--- src/rtl/sha1_pkg.sv ---
// Shared constants and state encoding for the sha1 arbiter slice.
package sha1_pkg;
    localparam int SHA1_BLOCK_W       = 512;
    localparam int SHA1_DIGEST_W      = 160;
    localparam int DEF_TIMEOUT_CYCLES = 1024;

    typedef enum logic [1:0] {
        ST_IDLE = 2'd0,
        ST_RUN  = 2'd1,
        ST_RESP = 2'd2
    } arb_state_t;
endpackage

--- src/rtl/sha1_rr_pick.sv ---
// Combinational round-robin picker: first valid requester after last_grant wins.
module sha1_rr_pick #(
    parameter int NREQ = 2
) (
    input  logic [NREQ-1:0] req_valid,
    input  logic [1:0]      last_grant,
    output logic [NREQ-1:0] grant,
    output logic [1:0]      grant_id,
    output logic            any
);
    int idx;

    always_comb begin
        grant    = '0;
        grant_id = '0;
        any      = 1'b0;
        idx      = 0;
        for (int k = 0; k < NREQ; k++) begin
            // last_grant < NREQ, so one wrap subtraction is enough
            idx = int'(last_grant) + 1 + k;
            if (idx >= NREQ) idx = idx - NREQ;
            if (!any && req_valid[idx]) begin
                any        = 1'b1;
                grant[idx] = 1'b1;
                grant_id   = 2'(idx);
            end
        end
    end
endmodule

--- src/rtl/sha1_arbiter.sv ---
// Round-robin front end sharing one sha1 core between NREQ requesters.
// Optional watchdog enabled by defining SHA1_ARB_TIMEOUT_EN.
module sha1_arbiter
    import sha1_pkg::*;
#(
    parameter int NREQ           = 2,
    parameter int TIMEOUT_CYCLES = DEF_TIMEOUT_CYCLES
) (
    input  logic                         clk,
    input  logic                         reset,
    input  logic [NREQ-1:0]              req_valid,
    input  logic [NREQ*SHA1_BLOCK_W-1:0] req_block,
    output logic [NREQ-1:0]              req_ready,
    output logic                         rsp_valid,
    input  logic                         rsp_ready,
    output logic [1:0]                   rsp_id,
    output logic [SHA1_DIGEST_W-1:0]     rsp_digest,
    output logic                         rsp_error,
    output logic                         busy,
    output logic                         core_reset,
    output logic                         core_on,
    output logic [SHA1_BLOCK_W-1:0]      core_message,
    input  logic [SHA1_DIGEST_W-1:0]     core_digest,
    input  logic                         core_finish
);
    if (NREQ < 1 || NREQ > 4 || TIMEOUT_CYCLES < 1) begin : g_bad_cfg
        $error("sha1_arbiter: NREQ must be 1..4 and TIMEOUT_CYCLES >= 1");
    end

    arb_state_t      state;
    logic [1:0]      last_grant;
    logic [NREQ-1:0] pick_grant;
    logic [1:0]      pick_id;
    logic            pick_any;

    sha1_rr_pick #(.NREQ(NREQ)) u_pick (
        .req_valid  (req_valid),
        .last_grant (last_grant),
        .grant      (pick_grant),
        .grant_id   (pick_id),
        .any        (pick_any)
    );

    // Grant is only offered from IDLE and never while reset is held.
    assign req_ready  = (state == ST_IDLE && reset) ? pick_grant : '0;
    assign busy       = (state != ST_IDLE);
    assign rsp_valid  = (state == ST_RESP);
    assign core_on    = (state == ST_RUN);
    assign core_reset = (state != ST_RUN);

`ifdef SHA1_ARB_TIMEOUT_EN
    localparam int CNT_W = $clog2(TIMEOUT_CYCLES + 1);
    logic [CNT_W-1:0] run_cnt;
    logic             err_q;
    assign rsp_error = err_q;
`else
    assign rsp_error = 1'b0;
`endif

    always_ff @(posedge clk or negedge reset) begin
        if (!reset) begin
            state        <= ST_IDLE;
            last_grant   <= 2'(NREQ - 1);
            core_message <= '0;
            rsp_id       <= '0;
            rsp_digest   <= '0;
`ifdef SHA1_ARB_TIMEOUT_EN
            run_cnt      <= '0;
            err_q        <= 1'b0;
`endif
        end else begin
            case (state)
                ST_IDLE: begin
                    if (pick_any) begin
                        core_message <= req_block[SHA1_BLOCK_W*pick_id +: SHA1_BLOCK_W];
                        rsp_id       <= pick_id;
                        last_grant   <= pick_id;
                        state        <= ST_RUN;
`ifdef SHA1_ARB_TIMEOUT_EN
                        run_cnt      <= '0;
`endif
                    end
                end
                ST_RUN: begin
                    // finish has priority over a watchdog expiry in the same cycle
                    if (core_finish) begin
                        rsp_digest <= core_digest;
                        state      <= ST_RESP;
`ifdef SHA1_ARB_TIMEOUT_EN
                        err_q      <= 1'b0;
                    end else if (run_cnt == CNT_W'(TIMEOUT_CYCLES - 1)) begin
                        rsp_digest <= '0;
                        err_q      <= 1'b1;
                        state      <= ST_RESP;
                    end else begin
                        run_cnt    <= run_cnt + 1'b1;
`endif
                    end
                end
                ST_RESP: begin
                    if (rsp_ready) state <= ST_IDLE;
                end
                default: state <= ST_IDLE;
            endcase
        end
    end
endmodule

--- config.mk ---
export PLATFORM = sky130hd
export DESIGN_NAME = sha1_arbiter
export DESIGN_NICKNAME = d
export VERILOG_FILES = /design/src/rtl/sha1_pkg.sv /design/src/rtl/sha1_rr_pick.sv /design/src/rtl/sha1_arbiter.sv
export SDC_FILE = /design/constraint.sdc
export NUM_CORES = 1
export LEC_CHECK = 0
export ABC_AREA = 0
export CORE_AREA = 2 2 738 740
export DETAILED_ROUTE_END_ITERATION = 16
export DIE_AREA = 0 0 740 742
export SYNTH_ARGS = -nofsm -noshare
export SYNTH_HDL_FRONTEND = slang
export SYNTH_SLANG_ARGS = --single-unit
--- constraint.sdc ---
create_clock -name clk -period 4 [get_ports clk]
set_clock_uncertainty 0.2 [all_clocks]
set_input_delay 0.4 -clock clk [delete_from_list [all_inputs] [get_ports clk]]
set_output_delay 0.4 -clock clk [all_outputs]
set_load 0.1 [all_outputs]
**The clock network**

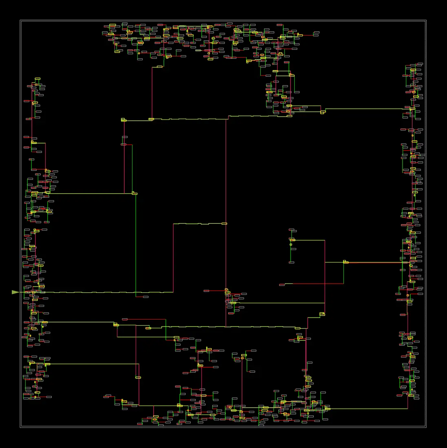
clock network power: 9.51 mW
Num CTS Buffers: 100
count of clock buffers in the final design: 132
registers: 677

**Nets reached from selected ports**

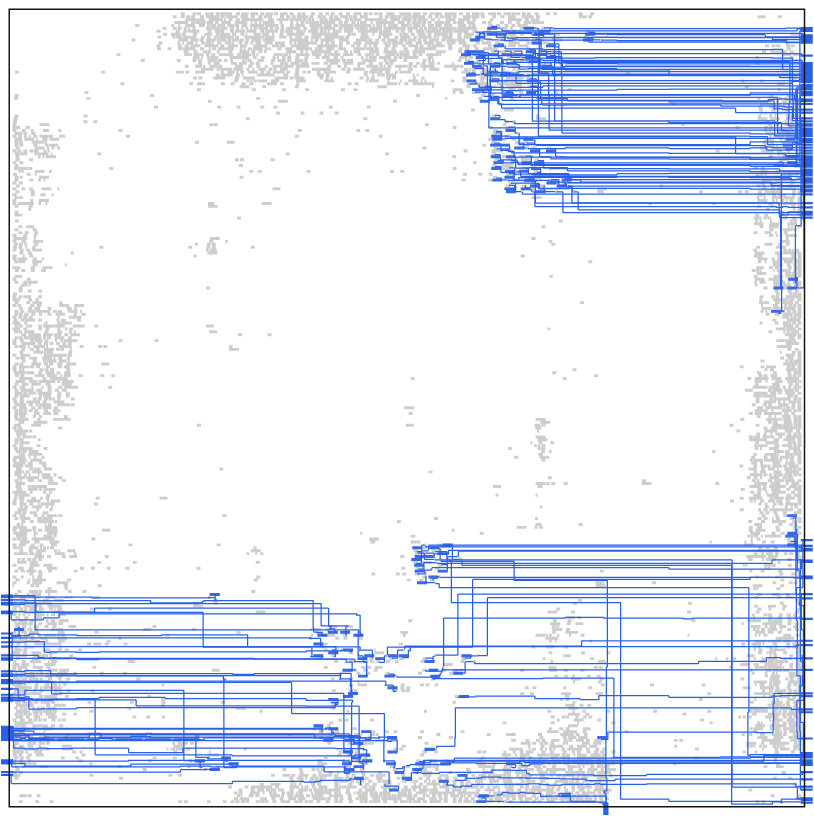
Key: `rsp_digest` = blue [direction output, end cells 160, buffers 160, wire 48.8 mm]
Port Buffer Count: 1,869
Ports: 1,871

**Clock network drawn from the DEF**

Bar = 200 um.
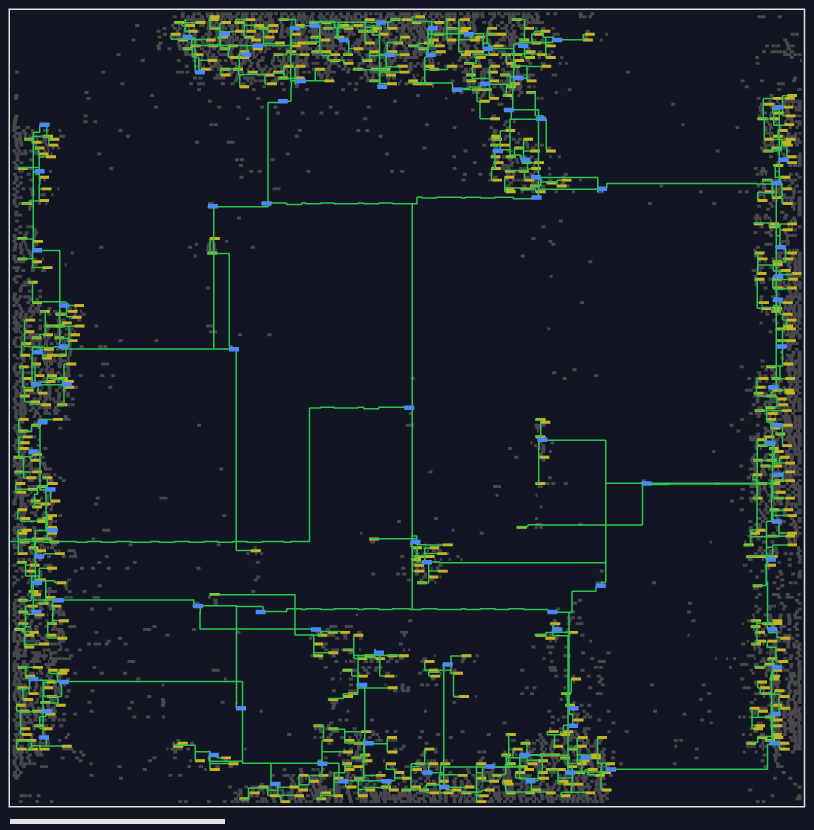
Key: clock drivers = blue [count 100]; clock wires = green [length 15,700 um]; flip-flops = yellow [count 677]
There are 101 routed clock nets. Position of the flops: widely spread.
clock group share of total power: 0.135
worst skew pair latency: 0.86 ns

**Routed metal, one colour a layer**

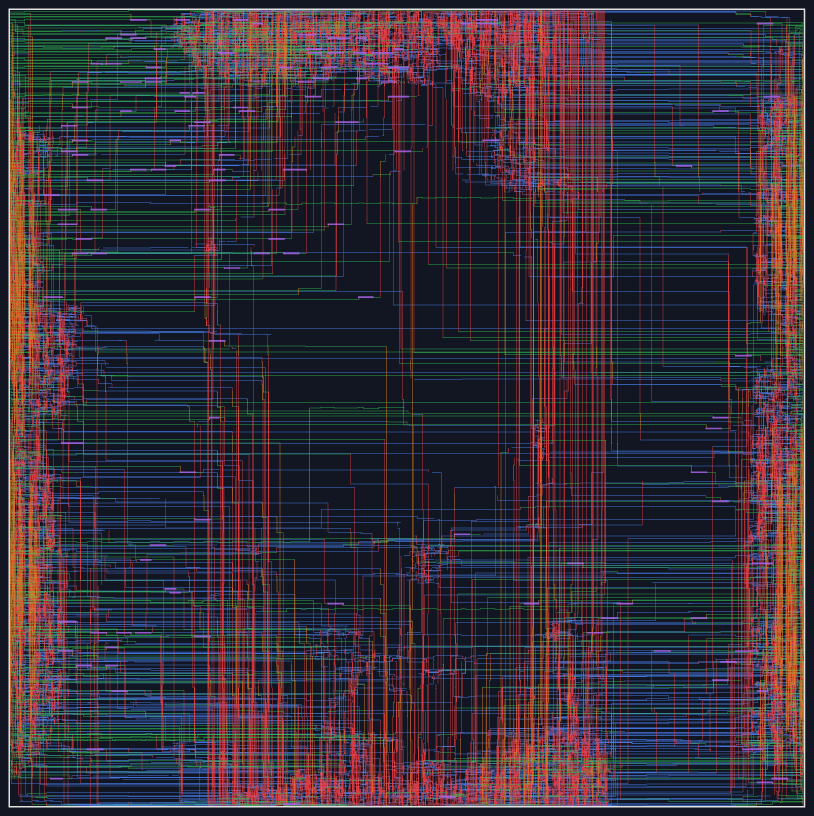
Key: metal 3 = green [wire length 78.5 mm]; metal 5 = purple [wire length 1,760 um]; metal 2 = red [wire length 190 mm]; metal 1 = blue [wire length 165 mm]; metal 4 = orange [wire length 27.9 mm]
GRT Overall Usage: 0.162
average wire per standard cell: 35.8 um
final routed wirelength across all metal layers: 463 mm
Vias: 39,391

==> notes.md <==
The following summarizes the physical implementation.

STA
The final timing report derives a shortest allowable period of 3.41 ns. Of the available clock period, the critical path in the final layout requires 0.853. Final hold analysis gives a worst-case slack of 0.0619 ns. Pins over their slew limit in the final report were tallied at 0. The setup total negative slack is 0 ns.

The worst-case max-slew headroom was logged as 0.176. The transition time at the pin with the least slew margin is 1.23 ns.

Clocking
The report lists the number of cells resized after CTS as 0. The root buffer cell is clkbuf_16. The maximum level of the CTS H-tree is 3.

Setup path
The worst setup path is launched from a flip-flop.

Final layout
The count of multi-input combinational gates is 1,730. The area fraction of clock buffers and clock inverters is 0.0464. The number of flip-flops under the largest register name is 512.

The layout has 61,354 filler cells. The final antenna diode tally reported by the flow is 189.

Die
The chip occupies 549,000 um^2. The total number of placement rows is 271.

Power
The peak supply drop is 707 uV. The share of total power dissipated in combinational logic is 0.692. Of the total power, the share spent switching nets is 0.633. Sequential power for this build is 12.2 mW. The power density over the cells is 979 nW/um^2. The combinational group power is 48.7 mW.

Place
At the end of routability-driven placement, the weighted congestion stood at 0.980. Summed over all nets, the half-perimeter wirelength after detailed placement is 408 mm. After detailed placement, the total cell area comes to 58,700 um^2. The detailed placer reported the number of placed instances as 11,621.

Logic synthesis
The cell area after technology mapping is 32,200 um^2. The most instantiated library cell after synthesis is dfrtp_1. Sorting the Yosys area breakdown by cell type puts at the top dfrtp_1. In the Yosys report the total cell count is 2,718.

The post-synthesis register bit count is 677.

GRT
The number of global-route vias before repair came to 38,654.

Hold path
The count of cells along the worst hold path is 3.

Run status
The run finished with clean final reports.

Detailed routing
The number of remaining DRC errors is 0.
metal layers:
metal,GRT usage,vias to the layer above,part of all wire
li1,-,15971,-
met1,0.171,19172,0.36
met2,0.238,2818,0.41
met3,0.121,1170,0.17
met4,0.0772,260,0.060
met5,0,-,0.0038
logic make-up (layout without fill, tap and decap cells):
logic type      Yosys count  count (layout)  synth area share
other cells               1             190          0.000116
buf+inv                 311            3101            0.0518
mux                     674             674             0.216
compound gates         1036            1036             0.203
flops                   677             677             0.526
fa+ha+maj                 5               5           0.00194
simple gates             14              14           0.00237
critical path, stage by stage (launching register included):
cell,delay (ns)
dfrtp_1,0.39
nand2b_1,0.19
inv_1,0.16
clkdlybuf4s50_1,1.20
Power and IR drop assume default switching activity.
